===== config.mk =====
export PLATFORM = sky130hd
export DESIGN_NAME = freq_meas_sequencer
export DESIGN_NICKNAME = d
export VERILOG_FILES = /design/src/rtl/freq_meas_sequencer.sv
export SDC_FILE = /design/constraint.sdc
export NUM_CORES = 1
export LEC_CHECK = 0
export CORE_UTILIZATION = 38
export CTS_BUF_LIST = sky130_fd_sc_hd__clkbuf_4
export CTS_CLUSTER_DIAMETER = 120
export CTS_CLUSTER_SIZE = 20
export DETAILED_ROUTE_END_ITERATION = 6
export PLACE_DENSITY_LB_ADDON = 0.3
export SYNTH_ARGS = -nofsm -noshare
export SYNTH_HDL_FRONTEND = slang
export SYNTH_SLANG_ARGS = --single-unit

===== constraint.sdc =====
create_clock -name clk -period 13.1 [get_ports clk]
set_input_delay 2.62 -clock clk [delete_from_list [all_inputs] [get_ports clk]]
set_output_delay 2.62 -clock clk [all_outputs]
set_load 0.01 [all_outputs]

===== src/rtl/freq_meas_sequencer.sv =====
// Gated frequency-measurement sequencer: counts synchronized rising edges of in_sig
// over a ranged gate, scales the count to Hz and optionally auto-ranges the gate.
package freq_meas_pkg;

  typedef enum logic [1:0] {
    S_IDLE  = 2'd0,
    S_GATE  = 2'd1,
    S_LATCH = 2'd2,
    S_HOLD  = 2'd3
  } state_t;

  typedef struct packed {
    logic [31:0] freq;
    logic        ovf;
  } scaled_t;

  function automatic logic [1:0] clamp_range(input logic [1:0] sel);
    return (sel == 2'd3) ? 2'd2 : sel;
  endfunction

  // Range 1 and 2 gates are 10x and 100x shorter, so the count is scaled back up
  // with shift-add multiplies in 40 bits and saturated to 32 bits.
  function automatic scaled_t scale_sat(input logic [31:0] count, input logic [1:0] rng);
    logic [39:0] x;
    logic [39:0] x10;
    logic [39:0] x100;
    logic [39:0] prod;
    scaled_t     res;
    x    = {8'd0, count};
    x10  = (x << 3) + (x << 1);
    x100 = (x10 << 3) + (x10 << 1);
    case (rng)
      2'd0:    prod = x;
      2'd1:    prod = x10;
      default: prod = x100;
    endcase
    if (|prod[39:32]) begin
      res.freq = 32'hFFFF_FFFF;
      res.ovf  = 1'b1;
    end else begin
      res.freq = prod[31:0];
      res.ovf  = 1'b0;
    end
    return res;
  endfunction

endpackage

module freq_meas_sequencer
  import freq_meas_pkg::*;
#(
  parameter int unsigned GATE_CYCLES = 100000000,
  parameter int unsigned HOLD_CYCLES = 1000,
  parameter int unsigned HI_COUNT    = 100000,
  parameter int unsigned LO_COUNT    = 1000
) (
  input  logic        clk,
  input  logic        rst_n,
  input  logic        in_sig,
  input  logic        run,
  input  logic        start,
  input  logic        auto_range,
  input  logic [1:0]  range_sel,
  output logic [31:0] freq,
  output logic        freq_valid,
  output logic [1:0]  range,
  output logic        busy,
  output logic        overflow
);

  localparam logic [31:0] GATE_LAST0 = 32'(GATE_CYCLES - 1);
  localparam logic [31:0] GATE_LAST1 = 32'(GATE_CYCLES / 10 - 1);
  localparam logic [31:0] GATE_LAST2 = 32'(GATE_CYCLES / 100 - 1);
  localparam logic [31:0] HOLD_LAST  = 32'(HOLD_CYCLES - 1);
  localparam logic [31:0] HI_THRESH  = 32'(HI_COUNT);
  localparam logic [31:0] LO_THRESH  = 32'(LO_COUNT);

  state_t      state_q, state_d;
  logic [2:0]  sync_q, sync_d;
  logic [31:0] timer_q, timer_d;
  logic [31:0] gate_last_q, gate_last_d;
  logic [31:0] count_q, count_d;
  logic [1:0]  range_q, range_d;
  logic [1:0]  auto_rng_q, auto_rng_d;
  logic        auto_gate_q, auto_gate_d;
  logic [31:0] freq_q, freq_d;
  logic        ovf_q, ovf_d;

  logic        rise;
  logic        gate_done;
  logic        hold_done;
  logic        enter_gate;
  logic [1:0]  gate_rng;
  scaled_t     scaled;

  // sync_q[0] may go metastable, sync_q[1] is the clean sample, sync_q[2] its delay.
  assign rise      = sync_q[1] & ~sync_q[2];
  assign gate_done = (state_q == S_GATE) && (timer_q == gate_last_q);
  assign hold_done = (timer_q == HOLD_LAST);

  // NOTE: async reset in the sensitivity list and non-blocking (<=) assignments keep
  // every flop updating from the same pre-edge values, with no simulation races.
  always_ff @(posedge clk or negedge rst_n) begin
    if (!rst_n) state_q <= S_IDLE;
    else        state_q <= state_d;
  end

  // NOTE: every output of a combinational block gets a default first, so no path
  // leaves a signal unassigned and no latch is inferred.
  always_comb begin
    state_d = state_q;
    case (state_q)
      S_IDLE:  if (run || start) state_d = S_GATE;
      S_GATE:  if (gate_done) state_d = S_LATCH;
      S_LATCH: state_d = S_HOLD;
      S_HOLD:  if (hold_done) state_d = run ? S_GATE : S_IDLE;
      default: state_d = S_IDLE;
    endcase
  end

  always_comb begin
    busy       = (state_q != S_IDLE);
    freq_valid = (state_q == S_LATCH);
  end

  always_comb begin
    sync_d      = {sync_q[1:0], in_sig};
    timer_d     = timer_q;
    gate_last_d = gate_last_q;
    count_d     = count_q;
    range_d     = range_q;
    auto_rng_d  = auto_rng_q;
    auto_gate_d = auto_gate_q;
    freq_d      = freq_q;
    ovf_d       = ovf_q;
    scaled      = '0;
    gate_rng    = auto_range ? auto_rng_q : clamp_range(range_sel);
    enter_gate  = (state_q != S_GATE) && (state_d == S_GATE);

    if (enter_gate) begin
      // Gate length and mode are frozen here for the whole measurement.
      timer_d     = '0;
      count_d     = '0;
      range_d     = gate_rng;
      auto_rng_d  = gate_rng;
      auto_gate_d = auto_range;
      case (gate_rng)
        2'd0:    gate_last_d = GATE_LAST0;
        2'd1:    gate_last_d = GATE_LAST1;
        default: gate_last_d = GATE_LAST2;
      endcase
    end else begin
      case (state_q)
        S_GATE: begin
          timer_d = timer_q + 32'd1;
          if (rise && (count_q != 32'hFFFF_FFFF)) count_d = count_q + 32'd1;
          // Scale the final count (including an edge on the last gate cycle) so the
          // new freq is on the output during the LATCH cycle alongside freq_valid.
          if (gate_done) begin
            scaled = scale_sat(count_d, range_q);
            freq_d = scaled.freq;
            ovf_d  = scaled.ovf;
          end
        end
        S_LATCH: begin
          timer_d = '0;
          if (auto_gate_q) begin
            if ((count_q >= HI_THRESH) && (range_q < 2'd2))     auto_rng_d = range_q + 2'd1;
            else if ((count_q < LO_THRESH) && (range_q > 2'd0)) auto_rng_d = range_q - 2'd1;
            else                                                auto_rng_d = range_q;
          end
        end
        S_HOLD:  timer_d = timer_q + 32'd1;
        default: timer_d = timer_q;
      endcase
    end
  end

  always_ff @(posedge clk or negedge rst_n) begin
    if (!rst_n) begin
      sync_q      <= '0;
      timer_q     <= '0;
      gate_last_q <= '0;
      count_q     <= '0;
      range_q     <= '0;
      auto_rng_q  <= '0;
      auto_gate_q <= 1'b0;
      freq_q      <= '0;
      ovf_q       <= 1'b0;
    end else begin
      sync_q      <= sync_d;
      timer_q     <= timer_d;
      gate_last_q <= gate_last_d;
      count_q     <= count_d;
      range_q     <= range_d;
      auto_rng_q  <= auto_rng_d;
      auto_gate_q <= auto_gate_d;
      freq_q      <= freq_d;
      ovf_q       <= ovf_d;
    end
  end

  assign freq     = freq_q;
  assign overflow = ovf_q;
  assign range    = range_q;

endmodule


==> results.yml, run 1 <==
# generated from flow reports
outcome:
  result_of_the_run: "completed"
power:
  switching_share: 0.393
  max-vdd-ir-drop_mv: 0.0607
  seq_power_share: 0.402
  power.share.clock: 0.282
  p_leak_uw: 0.00511
  power.share.combinational: 0.316
  intPower_uw: 620
  power.density_mw_per_mm2: 89.9
drt:
  detail_route.iter0.violations: 918
  drt_drc_violations_left: 0
  drt-vias-per-instance: 5.98
  ant_nets: 0
  wl_per_cell_um: 18.5
  drt_pass1_iterations: 5
clock_network:
  cts_buffers: 17
  ctsLongestPathBuffers: 2
  cts_setup_buffers: 0
  worst_skew_pair.late_latency_ns: 0.57
  cts_tree: "yes"
  cts-hold-fix-buffers: 0
  ctsRootBufferMaster: "clkbuf_4"
  h-tree-depth: 4
  clkTransAtPathRegs_ns: 0.13
  tritoncts_num_sinks: 114
  post_cts.resized_instances: 0
yosys:
  area_of_the_mapped_netlist_sq_mm: 0.0104
  synthesis_warning_total: 0
  synth-async-reset-ratio: 1.00
  ys.flop_type: "dfrtp_1"
  post_synth.cell_area_avg_sq_um: 7.80
  yosys_reg_bits: 114
  ys_cells: 1333
  postSynthNetCount: 1407
  yosysChipArea_sq_mm: 0.0104
  synth_cell_types: 82
  synth-edff-count: 0
floorplanning:
  die_w_um: 167
  num_io_pins: 45
  placementRows: 60
  die-area_sq_mm: 0.0280
cells_and_area:
  post-route-util: 0.423
  insertedDiodeCount: 0
  fin_nets: 1412
  drive_gt1_frac: 0.0688
  layout_top_cell: "nor2_1"
sta:
  grt_setup_unrepaired: "false"
  finalWorstPathRequiredPeriod_ns: 9.59
  fin_worst_hold_slack_ns: 0.368
  maxSlewHeadroom: 0.154
  worst-slew-pin-transition_ns: 1.26
  setup_tns_ns: 0
  fmaxAchievable_mhz: 104
  finalClockPeriodUsage: 0.732
  setup_viol_count_final: 0
  clock_skew_ns: 0.0383
grt:
  antenna_found_initial: 0
  grt_pass1_vias: 9605
placement:
  dp.final_hpwl_um: 22900
  place_congestion: 0.990
  place.detailed.instances: 1660
  place.port_buffers: 44
  dp_slack_ns: 3.68
critical_path:
  slowest_stage: "a21boi_4"
  critical_path.max_stage_delay_ns: 0.91
  critical_path.startpoint_type: "register"
  required_ns: 13.50
  setup.worst_path.class: "reg2reg"
  worstSetupEndpointType: "register"
flow_run:
  stage_log_warnings: 30
  max_capacitance_violation_total: 0
worst_hold_path:
  hp-class: "reg2reg"
-- run 1: kinds of logic (layout without fill, tap and decap cells) --
family,Yosys count,in the layout,share of synthesized area
buffers and inverters,97,115,0.0379
multiplexers,1,1,0.000962
XOR/XNOR,93,93,0.0790
AND/OR/NAND/NOR,531,531,0.249
adder cells (fa/ha/maj),67,67,0.0811
AND-OR/OR-AND,430,430,0.278
flip-flops,114,114,0.274
-- run 1: critical path, delay by kind of cell (launching register included) --
kind	cells	cell delay [ns]
simple gates	13	3.07
fa+ha+maj	2	0.79
flops	1	0.59
xor+xnor	2	0.69
compound gates	20	4.24
-- run 1: registers in the layout (all words and copies together) (netlist names) --
| register | cells |
|---|---|
| timer_q | 32 |
| sync_q | 3 |
| auto_gate_q | 1 |
| state_q | 2 |
| count_q | 32 |
| freq | 32 |
| auto_rng_q | 2 |
| range | 2 |
| overflow | 1 |
| gate_last_q | 7 |
-- run 1: path summary, 6_finish.rpt --
kind / startpoint / slack (ns) / cells after the start / endpoint
setup / recovery: count_q[6] / 3.51 / 37 / freq[22]
min in group asynchronous: rst_n / 2.14 / 1 / timer_q[20]
setup reg to reg: count_q[6] / 3.51 / 37 / freq[22]
hold reg to reg: sync_q[0] / 0.37 / 0 / sync_q[1]
max in group asynchronous: rst_n / 9.67 / 2 / timer_q[8]
hold / removal: sync_q[0] / 0.37 / 0 / sync_q[1]
-- run 1: cell type report --
class,count,area (sq um)
inverters,26,97.6
multi-input cells,1122,7170
flip-flops and latches,114,2850
repair buffers,57,536
clock buffers,18,135
fillers,2783,15500
clock inverters,14,153
well taps,341,427
-- run 1: metal layers --
| layer | vias up | GRT usage | wire (um) |
|---|---|---|---|
| li1 | 4903 | - | - |
| met1 | 4860 | 0.313 | 14500 |
| met2 | 316 | 0.374 | 14600 |
| met3 | 43 | 0.0345 | 1600 |
| met4 | 0 | 0.0535 | 498 |
| met5 | - | 0 | 0 |
-- run 1: through the flow --
step	area, sq um	total power [uW]
2_1_floorplan	10400	633
3_3_place_gp	11100	734
3_5_place_dp	11100	739
4_1_cts	11400	1030
5_1_grt	11400	1090
6_report	11400	1020
-- run 1: power by group through the flow --
| stage | logic, uW | registers, uW | clock network, uW |
|---|---|---|---|
| 2_1_floorplan | 221 | 411 | 0 |
| 3_3_place_gp | 317 | 417 | 0 |
| 3_5_place_dp | 321 | 418 | 0 |
| 4_1_cts | 323 | 411 | 296 |
| 5_1_grt | 358 | 416 | 313 |
| 6_report | 322 | 411 | 288 |
-- run 1: synth_stat cells (all sizes together) (11+ instances only) --
cell    number
nor2       152
nand2      147
o21ai      124
dfrtp      114
a21oi       88
ha          65
xnor2       59
clkbuf      58
a21o        50
and3        46
nand3       43
xor2        34
nor3        30
nand4       27
a31oi       26
inv         26
a221oi      22
nor2b       19
o31ai       18
nand2b      17
a211oi      13
buf         13
nor4        13
and2        12
o21a        11
**Run 1: metal 3**

Scale: 3 px per um.
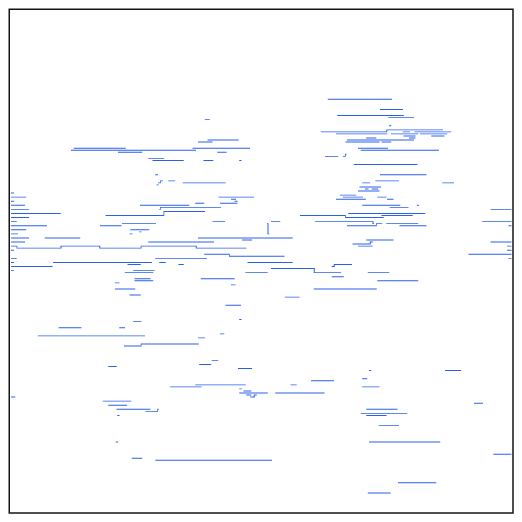
nets with wire on the layer	138
wire length on this layer	1600 um
longest straight run	41.4 um
number of vias in the routed layout: 10100
global-route met3 utilization: 0.0345
Routed WL: 31300 um

**Run 1: cells by drive strength**

Scale: 2 px per um.
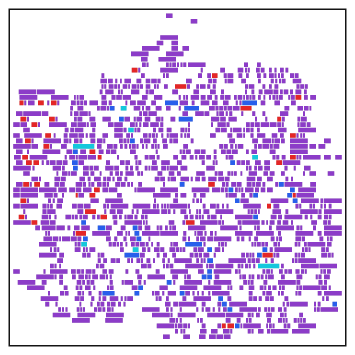
size	color	cells	share	most used
x2	red	41	3.0%	a21oi_2
x1 and smaller	purple	1258	93%	nor2_1
x3 and x4	blue	45	3.3%	clkbuf_4
x6 and larger	cyan	7	0.52%	inv_6
area grow syn2layout: 9.27%
number of buffers other than clock buffers in the final layout: 57
final worst setup slack: 3.51 ns
Design Area, Final: 0.0114 sq mm

**Run 1: routing congestion map**

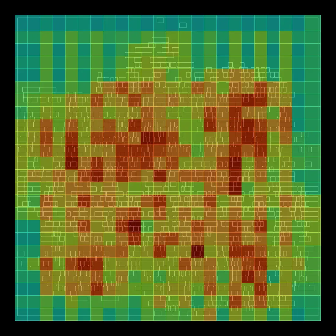
fraction of met2 tracks used by global routing: 0.374
Tot GR Track Use: 0.228

==> run 1 -> run 2 <==
clock period = 8 ns   (was 13.1 ns; I/O delays follow)
==> run 2 against run 1 <==
  * Utilization increased by 3.4 points
  * Flip-flop count stayed put
  * Total power grew 60%
  * Sequential power rose by 62%
  * Count of clock-buffer cells in the layout is the same
  * Highest routed layer unchanged
==> results.yml, run 2 <==
# generated from flow reports
critical_path:
  critPathMaxFanout: 10
  timing.critical_path.depth: 37
  slowest_stage: "or4b_1"
  timing.reg2reg.worst_path_depth: 37
  worstSetupEndpointType: "register"
  critPathBufInv: 6
  required_ns: 8.43
  critical_path.max_stage_delay_ns: 0.55
  critical_path.startpoint_type: "register"
  setup.worst_path.class: "reg2reg"
  worst-r2r-setup-slack_ns: 0.50
  regToRegEndpoint: "freq[15]"
  cp.arrival_ns: 7.93
  worst_setup_path_endpoint: "freq[15]"
  regToRegStartpoint: "count_q[0]"
  startpoint: "count_q[0]"
  critPathTopFamily: "AND-OR/OR-AND gates"
yosys:
  synth-async-reset-ratio: 1.00
  area_leaders: "dfrtp_1 (27%), ha_1 (7.8%), o21ai_0 (5.9%)"
  synth-edff-count: 0
  post_synth_inst_count: 1333
  yosysMostFrequentCell: "nor2_1"
  yosys_reg_bits: 114
  postSynthNetCount: 1407
  synth_cell_types: 82
  yosysChipArea_sq_mm: 0.0104
  ys_cells: 1333
  synthesis_warning_total: 0
  ys_top_cells_by_count: "nor2_1 (150), nand2_1 (147), o21ai_0 (122)"
  post_synth.cell_area_avg_sq_um: 7.80
  ys.flop_type: "dfrtp_1"
  area_of_the_mapped_netlist_sq_mm: 0.0104
drt:
  detail_route.iter0.violations: 919
  ant_nets: 0
  drt-vias-per-instance: 5.90
  drt_pass1_iterations: 6
  drt_drc_violations_left: 0
  wl_um: 32600
  wl_per_cell_um: 18.2
  detailroute.via_count: 10600
clock_network:
  cts_buffers: 17
  tritoncts_num_sinks: 114
  cts_tree: "yes"
  cts-hold-fix-buffers: 0
  ctsRootBufferMaster: "clkbuf_4"
  worst_skew_pair.late_latency_ns: 0.59
  clkTransAtPathRegs_ns: 0.12
  h-tree-depth: 4
  ctsLongestPathBuffers: 2
grt:
  grt_usage: 0.233
  grt_pass1_vias: 10100
  antenna_found_initial: 1
  grt_start_max_net_pins: 67
floorplanning:
  fp.dieH_um: 167
  placementRows: 60
  num_io_pins: 45
  die-area_sq_mm: 0.0280
  die_w_um: 167
sta:
  finalWorstPathRequiredPeriod_ns: 7.50
  worst-slew-pin-transition_ns: 1.31
  clock_skew_ns: 0.0330
  fin_worst_hold_slack_ns: 0.365
  setup_viol_count_final: 0
  finalClockPeriodUsage: 0.938
  grt_setup_unrepaired: "false"
  setup_tns_ns: 0
  final-max-slew-violation-count: 0
  maxSlewHeadroom: 0.122
  fmaxAchievable_mhz: 133
power:
  seq_power_share: 0.408
  power.density_mw_per_mm2: 133
  intPower_uw: 995
  power.share.combinational: 0.338
  p_sw_uw: 639
  p_leak_uw: 0.00565
  power.share.clock: 0.255
  max-vdd-ir-drop_mv: 0.131
  switching_share: 0.391
  total_chip_power_uw: 1630
placement:
  dp.final_hpwl_um: 23800
  place.detailed.instances: 1729
  place.port_buffers: 44
  place_congestion: 0.936
  dp_slack_ns: 0.277
flow_run:
  max_capacitance_violation_total: 0
  stage_log_warnings: 30
cells_and_area:
  fin_nets: 1510
  stdcell_count: 1790
  drive_gt1_frac: 0.161
worst_hold_path:
  hp-class: "reg2reg"
outcome:
  result_of_the_run: "completed"
## run 2: per-stage QoR
step / instance area (sq um) / util
finish: 12300 / 0.457
global route: 12300 / 0.457
CTS: 11900 / 0.441
floorplan: 10400 / -
global placement: 11600 / 0.432
detailed placement: 11600 / 0.432
## run 2: final cells by class
cell class	count	area (sq um)
fillers	2695	14600
multi-input cells	1122	7320
flip-flops and latches	114	2870
repair buffers	155	1320
well taps	341	427
clock buffers	18	135
clock inverters	13	115
inverters	26	97.6
diodes	1	2.50
## run 2: how the worst min path moves through the flow
stage | startpoint | end | slack [ns] | cells after the start
after floorplan | sync_q[0] | sync_q[1] | 0.33 | 0
after global placement | sync_q[0] | sync_q[1] | 0.34 | 0
after detailed placement | sync_q[0] | sync_q[1] | 0.34 | 0
after CTS | sync_q[0] | sync_q[1] | 0.37 | 0
after global routing | sync_q[0] | sync_q[1] | 0.38 | 0
final | sync_q[0] | sync_q[1] | 0.36 | 0
## run 2: logic make-up (layout without fill, tap and decap cells)
family / Yosys count / in the layout / synth area share
adder cells (fa/ha/maj): 67 / 67 / 0.0811
flip-flops: 114 / 114 / 0.274
other: 0 / 1 / 0
XOR/XNOR: 93 / 93 / 0.0790
AND-OR/OR-AND: 430 / 430 / 0.278
AND/OR/NAND/NOR: 531 / 531 / 0.249
buffers and inverters: 97 / 212 / 0.0379
multiplexers: 1 / 1 / 0.000962
## run 2: power by group through the flow
| stage | clock (uW) | combinational [uW] | sequential (uW) |
|---|---|---|---|
| 6_report | 416 | 552 | 666 |
| 5_1_grt | 458 | 608 | 674 |
| 4_1_cts | 431 | 544 | 667 |
| 3_5_place_dp | 0 | 542 | 678 |
| 3_3_place_gp | 0 | 536 | 678 |
| 2_1_floorplan | 0 | 362 | 674 |
## run 2: worst reg2reg max path: cells and delay by family (launching register included)
family	cells	cell delay, ns
XOR/XNOR	2	0.39
buffers and inverters	6	0.97
AND/OR/NAND/NOR	13	2.22
adder cells (fa/ha/maj)	3	0.81
flip-flops	1	0.46
AND-OR/OR-AND	13	2.51
## run 2: timing repair
action	CTS	global route
resized	0	51
buffers inserted	0	27
endpoints found under the setup margin	0	33
## run 2: per-layer routing
metal	vias up	GRT usage	wire length, um
met4	0	0.0658	701
met5	-	0	0
li1	5093	-	-
met1	5052	0.306	14700
met3	64	0.0416	1770
met2	358	0.391	15500
**Run 2: cells by drive strength**

Scale: 2 px per um.
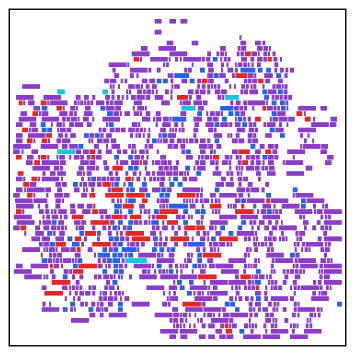
size	color	cells	share
x3 and x4	blue	146	10%
x2	red	81	5.6%
x1 and smaller	purple	1215	84%
x6 and larger	cyan	6	0.41%
final worst setup slack: 0.499 ns
area grow syn2layout: 18.2%
number of buffers other than clock buffers in the final layout: 155
Design Area, Final: 0.0123 sq mm

**Run 2: routing congestion map**

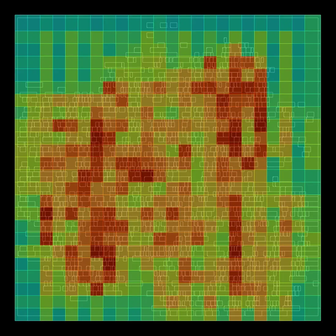
busiest layer in global routing: met2
global-route met1 utilization: 0.306
global-route met3 utilization: 0.0416
fraction of met2 tracks used by global routing: 0.391

Power figures rest on the tool's default switching activity, not on a simulated workload.
